==> config.mk <==
export PLATFORM = sky130hd
export DESIGN_NAME = fetch_stage
export DESIGN_NICKNAME = d
export VERILOG_FILES = /design/src/rtl/fetch_stage.sv
export SDC_FILE = /design/constraint.sdc
export NUM_CORES = 1
export LEC_CHECK = 0
export CAP_MARGIN = 25
export CORE_UTILIZATION = 48
export DETAILED_ROUTE_END_ITERATION = 10
export GPL_ROUTABILITY_DRIVEN = 0
export PLACE_DENSITY = 0.87
export SLEW_MARGIN = 15
export SYNTH_ARGS = -nofsm -noshare
export SYNTH_HDL_FRONTEND = slang
export SYNTH_SLANG_ARGS = --single-unit
==> constraint.sdc <==
create_clock -name clk -period 3.9 [get_ports clk]
set_input_delay 0.78 -clock clk [delete_from_list [all_inputs] [get_ports clk]]
set_output_delay 0.78 -clock clk [all_outputs]
set_load 0.05 [all_outputs]
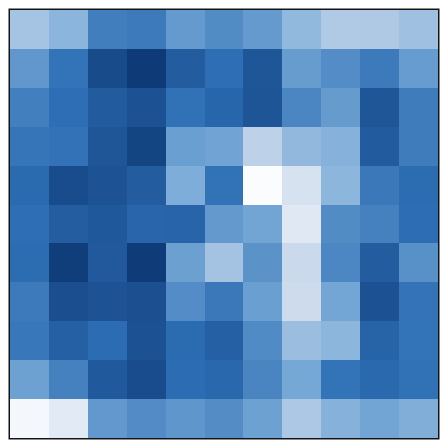
Run 1: local utilization
11 x 11 tiles, from white (low) to dark blue (high), 0 to 100% covered.
tiles over 75% full: 36%
densest ninth of the die: left middle
fullest tile: 96%
mean over tiles: 64%
final core utilization: 70.7%
fp_density: 49.7%
Placeable Area: 0.0121 mm2

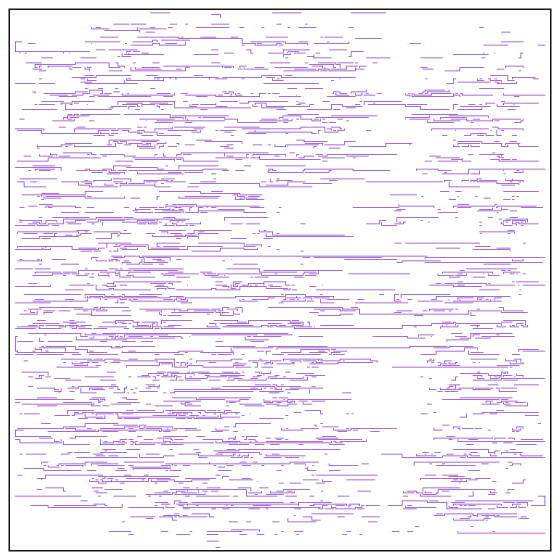
Run 1: M1 wires
wire length on this layer: 7410 um
share of all routed wire: 42%
longest straight run: 60.3 um
nets with wire on the layer: 846
main direction: horizontal
total number of vias: 5882
routed wire length: 17.8 mm
met1 Use GR: 32.7%

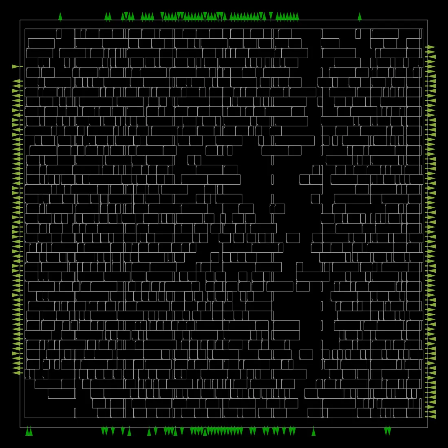
Run 1: cell placement
flop count: 124
Cell Rows: 40

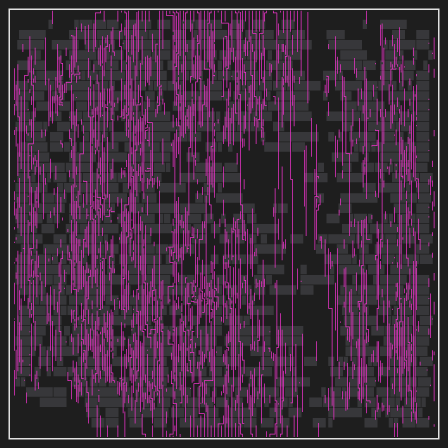
Run 1: met2 routing
main direction: vertical
share of all routed wire: 47%
nets with wire on the layer: 791
wire length on this layer: 8430 um
met2 Track Usage GR: 45.5%

==> GITHUB_STEP_SUMMARY, run 1 <==
## Synthesis and layout report

| Metric | Value |
|---|---|
| Dpl hpwl | `11.7 mm` |
| Post-layout period usage | `71.9%` |
| Area after DPL | `0.00797 mm2` |
| CP arrival | `2020 ps` |
| Hold crit path type | `reg2reg` |
| Status | `finished clean` |
| Die width | `114 um` |
| PwrDens | `429 mW/mm2` |
| Top cells by area | `dfxtp_1, nand2_1, buf_4` |
| Total gr overflow | `0` |
| Sink Count | `124` |
| Initial antenna violation count | `0` |
| Die H | `114 um` |
| CTS tree | `yes` |
| CP max FO | `12` |
| Final hold vios | `0` |
| DR pass1 iterations | `5` |
| Top FF cell, synth | `dfxtp_1` |
| Worst-skew pair later-pin latency | `420 ps` |
| Area delta synth->final | `42.3%` |
| CP bufs+invs | `1` |
| Final Instance Area | `0.00857 mm2` |
| VDD IR max | `0.000271 V` |
| Dpl ws | `961 ps` |
| Antenna diode count | `0` |
| Post-cts resize count | `0` |
| Layout cells sized above 1 | `6.36%` |
| Crit. End Element | `output pin` |
| Most instantiated logic cells after routing | `clkdlybuf4s50_1, dfxtp_1, nand2_1, o21ai_0, nor2_1` |
| Final setup fails | `0` |
| CP required | `3120 ps` |
| Routed Antenna Nets | `0` |
| Mean routed wirelength per cell | `16.5 um` |
| Flip-flops with a built-in enable | `0` |
## run 1: cell families (layout without fill, tap and decap cells)
logic type | count (synthesis) | after routing | synth area share [%]
other | 1 | 8 | 0.0623
xor gates and xnor gates | 23 | 23 | 3.35
adders and majority gates | 1 | 1 | 0.208
muxes | 4 | 4 | 0.686
and+or+nand+nor | 262 | 262 | 21.9
AOI/OAI and AO/OA | 195 | 195 | 20.4
buffers and inverters | 139 | 295 | 12.2
DFF | 124 | 124 | 41.2
## run 1: layer usage
layer	wire [um]	GRT usage, %	vias to the layer above
met3	1620	8.77	30
met1	7410	32.7	2727
met5	0	0	-
li1	-	-	2872
met4	354	12.2	0
met2	8430	45.5	253
## run 1: cell type report
type | count | area [um2]
clock inverter | 6 | 55.1
clock buffer | 26 | 539
multi-input combinational | 493 | 2840
fill | 925 | 3550
sequential | 124 | 2480
tap | 168 | 210
inverter | 32 | 120
timing repair buffer | 231 | 2320
## run 1: cell usage after synthesis, types with 2 or more instances
master,count
nand3_1,7
a211oi_1,8
buf_1,3
nor3_1,12
a31oi_1,23
o31ai_1,11
mux2i_1,3
nand2b_1,3
or3_1,20
nor2_1,52
clkbuf_1,45
nand4_2,2
nor2b_1,2
nand3b_1,2
and3_1,3
a21oi_1,47
o31a_1,30
nand3_4,2
dfxtp_1,124
or4_1,12
o21ai_0,59
and4_1,5
buf_2,8
inv_1,32
or4_4,3
nor4b_1,2
a311oi_1,8
buf_6,3
o32ai_1,3
xnor2_1,14
nand2_1,111
xor2_1,9
nand4_1,11
nor4_1,6
buf_4,47
## run 1: power breakdown
group / total, mW / internal, mW / switching, mW / leakage [nW]
logic: 0.709 / 0.253 / 0.456 / 1.72
clock network: 1.55 / 1.01 / 0.549 / 0.302
registers: 1.41 / 1.33 / 0.0874 / 1.02
total: 3.68 / 2.59 / 1.09 / 3.04
## Run 2: what changed since run 1
- CORE_UTILIZATION: 48 -> 40
- PLACE_DENSITY: 0.87 -> 0.77
- clock period: 3.9 -> 2.4 ns (I/O delays scaled with it)
==> GITHUB_STEP_SUMMARY, run 2 <==
## Synthesis and layout report

| Metric | Value |
|---|---|
| Status | `finished clean` |
| Mux share | `0.686% (unchanged)` |
| Met2 wire length | `8.48 mm (+0.57%)` |
| Die H | `125 um (+9.4%)` |
| Final Instance Area | `0.00893 mm2 (+4.3%)` |
| PwrDens | `694 mW/mm2 (+62%)` |
| Top FF cell, synth | `dfxtp_1` |
| CP max FO | `7 (-5)` |
| CTS tree | `yes` |
| Die width | `125 um (+9.4%)` |
| Routed Antenna Nets | `0 (unchanged)` |
| Placeable Area | `0.0146 mm2 (+20%)` |
| Final setup fails | `0 (unchanged)` |
| CP required | `1920 ps (-1200 ps)` |
| VDD IR max | `0.000464 V (+71%)` |
| Post-layout period usage | `97.6%` |
| Area after DPL | `0.00830 mm2 (+4.1%)` |
| Fa+ha+maj area frac | `0.208% (unchanged)` |
| Top cells by count | `dfxtp_1, nand2_1, o21ai_0, nor2_1` |
| Cell Rows | `44 (+10%)` |
| CP arrival | `1860 ps (-160 ps)` |
| Area fraction in compound gates | `20.4% (unchanged)` |
-- run 2: routing by layer --
metal	global-route usage (%)	vias up
li1	-	2949
met1	29.3	2721
met2	38.3	214
met3	7.09	22
met4	7.73	0
met5	0	-
-- run 2: what timing repair did --
action | in CTS | in global routing
cloned | 0 | 0
endpoints found under the setup margin | 4 | 7
endpoints found under the hold margin | 0 | 0
gates resized | 4 | 7
hold buffers | 0 | 0
-- run 2: final cells by class --
| type | instances | area, um2 |
|---|---|---|
| clock buffer | 25 | 485 |
| clock inverter | 7 | 135 |
| fill | 1267 | 5650 |
| inverter | 32 | 120 |
| multi-input combinational | 493 | 2840 |
| sequential | 124 | 2480 |
| tap | 184 | 230 |
| timing repair buffer | 268 | 2640 |
-- run 2: per-stage QoR --
step	setup slack [ps]	utilization, %	TNS [ps]	hold WS [ps]
3_5_place_dp	-46.6	56.9	-185	442
5_1_grt	11.4	61.2	0	467
4_1_cts	27.2	61.1	0	450
6_report	56.7	61.2	0	449
3_3_place_gp	-22.7	56.9	-48.4	435
2_1_floorplan	54.2	-	0	608
-- run 2: logic make-up (layout without fill, tap and decap cells) --
| family | after synthesis | count (layout) |
|---|---|---|
| AOI/OAI and AO/OA | 195 | 195 |
| muxes | 4 | 4 |
| adders and majority gates | 1 | 1 |
| DFF | 124 | 124 |
| other | 1 | 8 |
| buffers and inverters | 139 | 332 |
| xor gates and xnor gates | 23 | 23 |
| and+or+nand+nor | 262 | 262 |
-- run 2: where the power goes --
part	internal (mW)	switching (mW)
clock network	1.82	0.900
registers	2.16	0.100
logic	0.442	0.786
-- run 2: worst max-delay path: stages, from the launching register on --
cell and delay, ps:
dfxtp_1 420, buf_4 200, clkdlybuf4s50_1 830
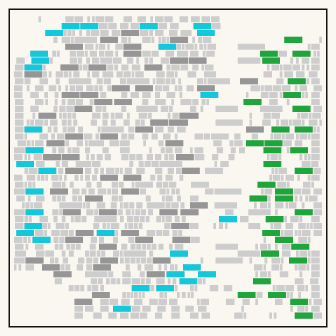
Run 2: sequential cells grouped by signal name
[`pc_d`] cyan | sequential cells: 30
[`instr_d`] green | sequential cells: 32 | where: a vertical strip on the right
Seq area share: 27.8%
final core utilization: 61.2%
P_seq: 2.26 mW
Flop area: 0.00248 mm2

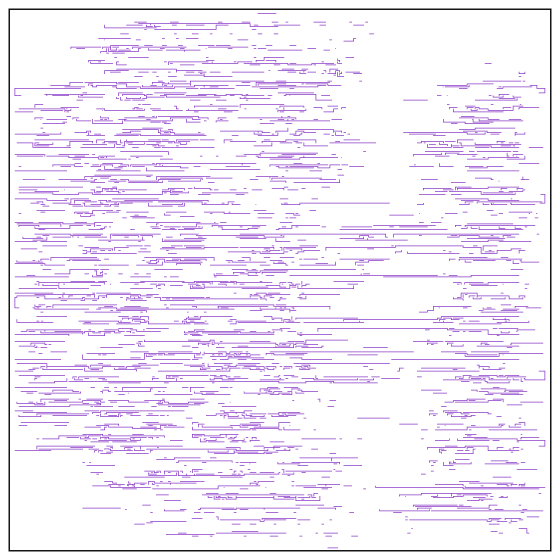
Run 2: M1 wires
main direction: horizontal
wire length on this layer: 7940 um
routed wire length: 18.2 mm
met1 Use GR: 29.3%
total number of vias: 5906

No activity file was given, so power comes from the tool's default toggle rates.
